**Met1 routing**

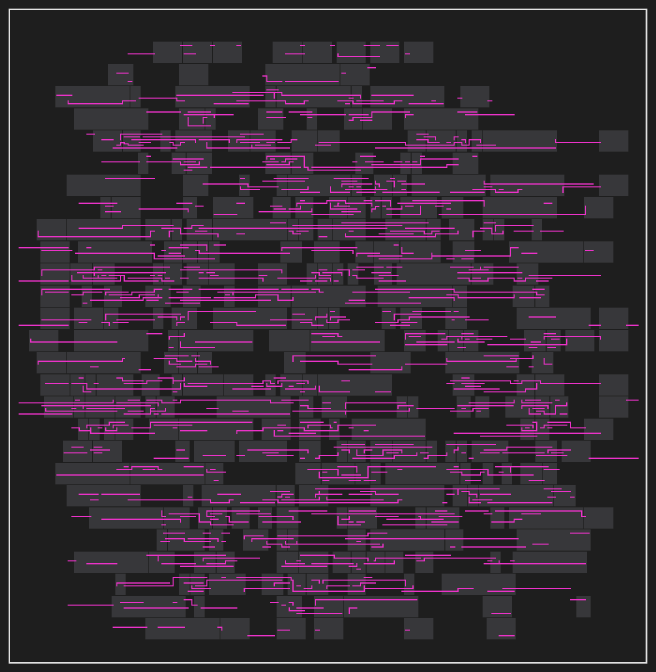
**The metal 2 layer**

The bar under the picture is 20 µm long.
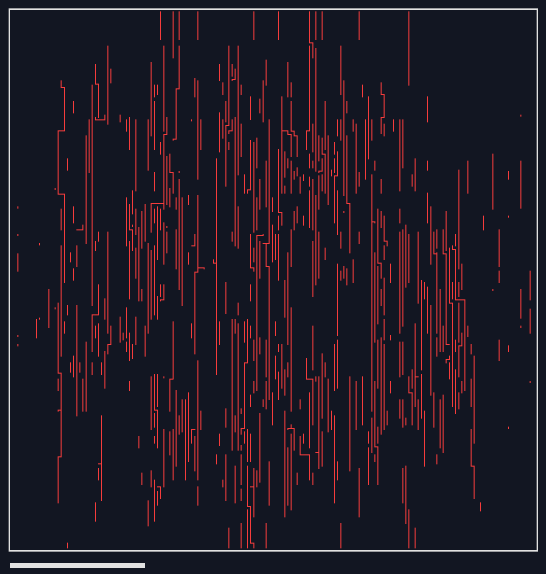
**Signal wires on met3**

The bar under the picture is 20 µm long.
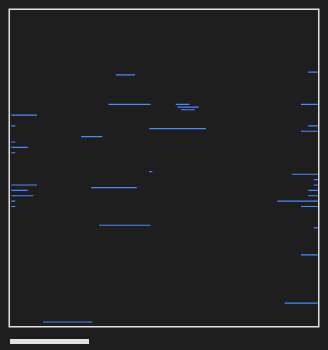
$ cat src/rtl/rc4_key_search_ctrl.sv
// RC4 brute-force key search controller: walks candidate keys, drives the decrypt core
// and byte checker handshakes. Optional attempt counter under RC4_KEY_SEARCH_ATTEMPT_CNT_EN.
module rc4_key_search_ctrl #(
    parameter int unsigned MSG_LEN         = 32,
    parameter logic [23:0] KEY_FIRST       = 24'h000000,
    parameter logic [23:0] KEY_LAST        = 24'h3FFFFF,
    parameter int unsigned VERDICT_TIMEOUT = 15
) (
    input  logic        clk,
    input  logic        reset_n,
    input  logic        search_start,
    output logic [23:0] secret_key,
    output logic        crack_start,
    input  logic        byte_ready,
    output logic        byte_resume,
    output logic        check_start,
    input  logic        byte_valid,
    input  logic        new_key,
    output logic [7:0]  byte_idx,
    output logic        busy,
    output logic        key_found,
`ifdef RC4_KEY_SEARCH_ATTEMPT_CNT_EN
    output logic [23:0] keys_tried,
`endif
    output logic        key_exhausted
);

    localparam int TW = $clog2(VERDICT_TIMEOUT + 2);
    localparam logic [7:0] LAST_IDX = 8'(MSG_LEN - 1);

    if (KEY_FIRST > KEY_LAST) begin : g_bad_key_range
        $error("rc4_key_search_ctrl: KEY_FIRST must not exceed KEY_LAST");
    end
    if (MSG_LEN < 1 || MSG_LEN > 255) begin : g_bad_msg_len
        $error("rc4_key_search_ctrl: MSG_LEN must be 1..255");
    end

    typedef enum logic [3:0] {
        IDLE, LOAD, WAIT_BYTE, CHECK, WAIT_VERDICT,
        NEXT_BYTE, NEXT_KEY, FOUND, EXHAUSTED
    } state_t;

    state_t        state, state_d;
    logic [TW-1:0] tmo_cnt, tmo_cnt_d;
    logic [23:0]   key_d;
    logic [7:0]    idx_d;
    logic          crack_d, resume_d, check_d, busy_d, found_d, exh_d;

    always_ff @(posedge clk or negedge reset_n) begin
        if (!reset_n) state <= IDLE;
        else          state <= state_d;
    end

    always_comb begin
        state_d   = state;
        key_d     = secret_key;
        idx_d     = byte_idx;
        tmo_cnt_d = tmo_cnt;
        crack_d   = 1'b0;
        resume_d  = 1'b0;
        check_d   = 1'b0;
        found_d   = key_found;
        exh_d     = key_exhausted;
        case (state)
            IDLE, FOUND, EXHAUSTED: begin
                if (search_start) begin
                    state_d = LOAD;
                    found_d = 1'b0;
                    exh_d   = 1'b0;
                    key_d   = KEY_FIRST;
                    idx_d   = 8'd0;
                end
            end
            LOAD: begin
                crack_d = 1'b1;
                state_d = WAIT_BYTE;
            end
            WAIT_BYTE: begin
                // byte_ready may still show the previous byte while our restart/advance
                // pulse is on the wire; the core only reacts at the following edge.
                if (byte_ready && !crack_start && !byte_resume) state_d = CHECK;
            end
            CHECK: begin
                check_d   = 1'b1;
                tmo_cnt_d = '0;
                state_d   = WAIT_VERDICT;
            end
            WAIT_VERDICT: begin
                if (new_key)                            state_d = NEXT_KEY;
                else if (byte_valid)                    state_d = NEXT_BYTE;
                else if (tmo_cnt == TW'(VERDICT_TIMEOUT)) state_d = NEXT_KEY;
                else                                    tmo_cnt_d = tmo_cnt + TW'(1);
            end
            NEXT_BYTE: begin
                if (byte_idx == LAST_IDX) begin
                    state_d = FOUND;
                    found_d = 1'b1;
                end else begin
                    idx_d    = byte_idx + 8'd1;
                    resume_d = 1'b1;
                    state_d  = WAIT_BYTE;
                end
            end
            NEXT_KEY: begin
                if (secret_key == KEY_LAST) begin
                    state_d = EXHAUSTED;
                    exh_d   = 1'b1;
                end else begin
                    key_d   = secret_key + 24'd1;
                    idx_d   = 8'd0;
                    state_d = LOAD;
                end
            end
            default: state_d = IDLE;
        endcase
        busy_d = !(state_d inside {IDLE, FOUND, EXHAUSTED});
    end

    always_ff @(posedge clk or negedge reset_n) begin
        if (!reset_n) begin
            secret_key    <= KEY_FIRST;
            byte_idx      <= 8'd0;
            tmo_cnt       <= '0;
            crack_start   <= 1'b0;
            byte_resume   <= 1'b0;
            check_start   <= 1'b0;
            busy          <= 1'b0;
            key_found     <= 1'b0;
            key_exhausted <= 1'b0;
        end else begin
            secret_key    <= key_d;
            byte_idx      <= idx_d;
            tmo_cnt       <= tmo_cnt_d;
            crack_start   <= crack_d;
            byte_resume   <= resume_d;
            check_start   <= check_d;
            busy          <= busy_d;
            key_found     <= found_d;
            key_exhausted <= exh_d;
        end
    end

`ifdef RC4_KEY_SEARCH_ATTEMPT_CNT_EN
    always_ff @(posedge clk or negedge reset_n) begin
        if (!reset_n)
            keys_tried <= '0;
        else if (state inside {IDLE, FOUND, EXHAUSTED} && search_start)
            keys_tried <= '0;
        else if (state == LOAD && keys_tried != 24'hFFFFFF)
            keys_tried <= keys_tried + 24'd1;
    end
`endif

endmodule
$ cat config.mk
export PLATFORM = sky130hd
export DESIGN_NAME = rc4_key_search_ctrl
export DESIGN_NICKNAME = d
export VERILOG_FILES = /design/src/rtl/rc4_key_search_ctrl.sv
export SDC_FILE = /design/constraint.sdc
export NUM_CORES = 1
export LEC_CHECK = 0
export CAP_MARGIN = 0
export CORE_AREA = 2 2 76 78
export CTS_BUF_LIST = sky130_fd_sc_hd__clkbuf_8
export CTS_CLUSTER_SIZE = 8
export DETAILED_ROUTE_END_ITERATION = 10
export DIE_AREA = 0 0 78 80
export GPL_TIMING_DRIVEN = 1
export PLACE_DENSITY = 0.73
export SKIP_CTS_REPAIR_TIMING = 1
export SLEW_MARGIN = 20
export SYNTH_ARGS = -nofsm -noshare
export SYNTH_HDL_FRONTEND = slang
export SYNTH_SLANG_ARGS = --single-unit
export TNS_END_PERCENT = 20
$ cat constraint.sdc
create_clock -name clk -period 3.1 [get_ports clk]
set_clock_uncertainty 0.2 [all_clocks]
set_input_delay 0.62 -clock clk [delete_from_list [all_inputs] [get_ports clk]]
set_output_delay 0.62 -clock clk [all_outputs]
set_load 0.005 [all_outputs]
==> flow_results.org <==
#+TITLE: Synthesis and PnR summary

** Final layout
- For this run, the post-layout net count is 325.
- The number of sequential cells reported for the layout is around 47.
- The final layout report lists a clock buffer count of 7.
- Number of multi-input combinational cells in the layout :: 207
- Layout non-clock buf frac :: 0.148
- Counting the inverters off the clock network in the layout gives 5.
- In the final layout, the fill cell count is 490.
- N_diodes :: 0
- Largest cell class :: combinational gates
- Share of layout cells above drive strength 1 :: 0.0854
- Share of the final layout cell area in sequential cells :: 0.369

** Logic synthesis
- Proportion of synthesized chip area in sequential cells :: 0.453
- Prevailing logic family in the synthesized netlist :: simple AND/OR/NAND/NOR gates
- Top cell types by occurrence after synthesis :: sky130_fd_sc_hd__dfrtp_1 (47), sky130_fd_sc_hd__nand2_1 (31), sky130_fd_sc_hd__nor2_1 (29)
- Complex Gates by Area :: 0.135
- Synth warnings :: 0
- Synth area leaders :: sky130_fd_sc_hd__dfrtp_1 (45%), sky130_fd_sc_hd__nand2_1 (4.5%), sky130_fd_sc_hd__nor2_1 (4.2%)
- In the Yosys stats the netlist draws on about 56 distinct library cells.
- Per the Yosys statistics, synthesis produced around 270 cells.
- The cell-mix breakdown from Yosys lists the XOR/XNOR area share as 0.0404.
- The largest total area in the synthesized netlist belongs to sky130_fd_sc_hd__dfrtp_1.
- For this run, the leading register cell type out of synthesis is sky130_fd_sc_hd__dfrtp_1.
- Mapped cell area :: roughly 2600 µm²
- Synthesis-stage register bit count :: about 47
- In this run, the synthesized area fraction spent on and/or/nand/nor cells is recorded as 0.288.
- Area share, top type :: 0.453
- Share of synthesized area spent on multiplexers :: 0.0308
- Averaged over all synthesized cells, the footprint is around 9.5 µm².
- Yosys top cell by instances :: sky130_fd_sc_hd__dfrtp_1
- Per the post-synthesis report, the number of cells in the design is 273.
- Async SR Flop Fraction :: 1.00

** Route
- Violation tally from detailed-route iteration zero :: about 130
- DR vias/cell :: ~5.6
- Wire length after detailed routing :: 5540 µm
- DR DRC count :: 0

** Floorplanning
- The die is around 78 µm wide.
- Initial core utilization :: 0.481
- The floorplan step defined a die boundary enclosing roughly 6200 µm².
- Site row count :: 27
- Pin placement for this block handled between 40 and 50 I/O pins.
- Vertical die dimension :: around 80 µm

** Clock network
- The clock passes through at most 2 buffers.
- Per the post-CTS timing run, clock transition at the registers of the reported paths is approximately 0.080 ns.
- CTS tree :: done
- The cell sitting at the root of the clock tree is a sky130_fd_sc_hd__clkbuf_8.
- The CTS log lists the clock sinks for this run as approximately 47.
- The H-tree generated during clock tree synthesis spans 2 levels.

** Global routing
- Sum of overflow across all layers after global routing :: 0
- Maximum number of pins on one net before global-route repair :: 26
- Antenna violations before repair :: 0
- The number of global-route vias before repair was ~2100.

** Place
- Number of I/O port buffers :: 43
- Setup slack on the worst path after placement came out at around 0.4 ns.
- Placed cell count :: ~380
- Placed wire-length estimate :: ~4000 µm
- At the end of routability-driven placement, the weighted congestion stood at about 0.85.

** Setup path
- Required time of the critical path :: approximately 3.1 ns
- Slowest cell on crit path :: sky130_fd_sc_hd__dfrtp_1
- STA classifies the critical path endpoint as a register.
- STA lists the endpoint of the worst register-to-register path as tmo_cnt[3].
- Maximum single-stage delay on the critical path :: approximately 0.41 ns
- On the critical path the data arrives at roughly 2.6 ns.

** STA
- Final setup violation count :: 0
- Final worst path period share :: 0.843
- Per the final report, max-transition violations number 0.
- Hold is met by between 0.08 and 0.09 ns.
- Worst rel slew slack :: 0.638
- Setup TNS :: 0 ns
- Crit path time final :: about 2.6 ns
- Setup slack after layout :: roughly 0.5 ns
- Setup repair after global routing missed its margin :: no
- Highest attainable clock frequency :: between 300 and 400 MHz

** Power
- Overall power consumption after layout is estimated at around 1.7 mW.
- Maximum ir drop on the vdd rail :: just over 0.3 mV
- The flow reported a cell area power density of roughly 520 nW/µm².

** Hold path
- Min-delay worst type :: in2async

** Outcome
- The flow ran to the end, and the final reports show no timing, DRC or antenna violations.
Back to the opening pictures, 'met1 routing':
wire length on this layer: 2730 µm
nets with wire on the layer: 288
share of all routed wire: 49%
main direction: horizontal
longest straight run: 23.0 µm

Back to the opening pictures, 'the metal 2 layer':
wire length on this layer: 2580 µm
nets with wire on the layer: 268
share of all routed wire: 47%
main direction: vertical
longest straight run: 35.0 µm

Back to the opening pictures, 'signal wires on met3':
main direction: horizontal
nets with wire on the layer: 31
share of all routed wire: 2.9%
longest straight run: 14.0 µm
wire length on this layer: 161 µm

==> layout by cell type (no fill, tap or decap), drive strengths merged, types with 2 or more instances in the layout <==
master,instances
dfrtp,47
clkdlybuf4s50,42
nand2,31
nor2,29
nand3,12
xnor2,12
a21oi,11
o21ai,10
nand4,10
mux2i,8
and3,7
o31ai,7
clkbuf,7
or4,7
buf,7
inv,6
nor2b,5
nor3,4
a31oi,4
ha,4
nor4,4
and4,3
and2,3
a211oi,3
or3,3
nor3b,2
a31o,2
nand3b,2
o211ai,2
a2111oi,2
a41o,2
nor4b,2
a21boi,2
==> worst max-delay path by stage <==
stage	startpoint	to	slack, ns
after floorplan	tmo_cnt[0]	tmo_cnt[3]	0.65
after global placement	byte_valid	tmo_cnt[3]	0.45
after detailed placement	byte_valid	tmo_cnt[3]	0.39
after CTS	tmo_cnt[0]	tmo_cnt[3]	0.46
after global routing	tmo_cnt[0]	tmo_cnt[3]	0.27
final	tmo_cnt[0]	tmo_cnt[3]	0.49
==> worst max-delay path: cells and delay by family, from the launching register on <==
kind	cells	cell delay, ns
compound gates	2	0.27
fa+ha+maj	2	0.40
flops	1	0.41
simple gates	4	1.26
==> state kept, by name (all words and copies together), names as in the netlist <==
signal,cells
secret_key,24
byte_idx,8
tmo_cnt,5
state,4
busy,1
byte_resume,1
check_start,1
crack_start,1
key_exhausted,1
key_found,1
==> layer usage <==
metal	share of wire	routed length, µm	global-route usage
met4	0.012	64	0.0561
met1	0.49	2730	0.266
met5	0	0	0
met2	0.47	2580	0.309
met3	0.029	161	0.0317
==> power breakdown <==
part | total [mW] | leakage (nW) | switching, mW | internal [mW]
combinational | 0.488 | 0.673 | 0.263 | 0.226
sequential | 0.782 | 0.645 | 0.101 | 0.681
clock | 0.394 | 0.0557 | 0.193 | 0.200
total | 1.66 | 1.37 | 0.557 | 1.11
No activity file was given, so power comes from the tool's default toggle rates.
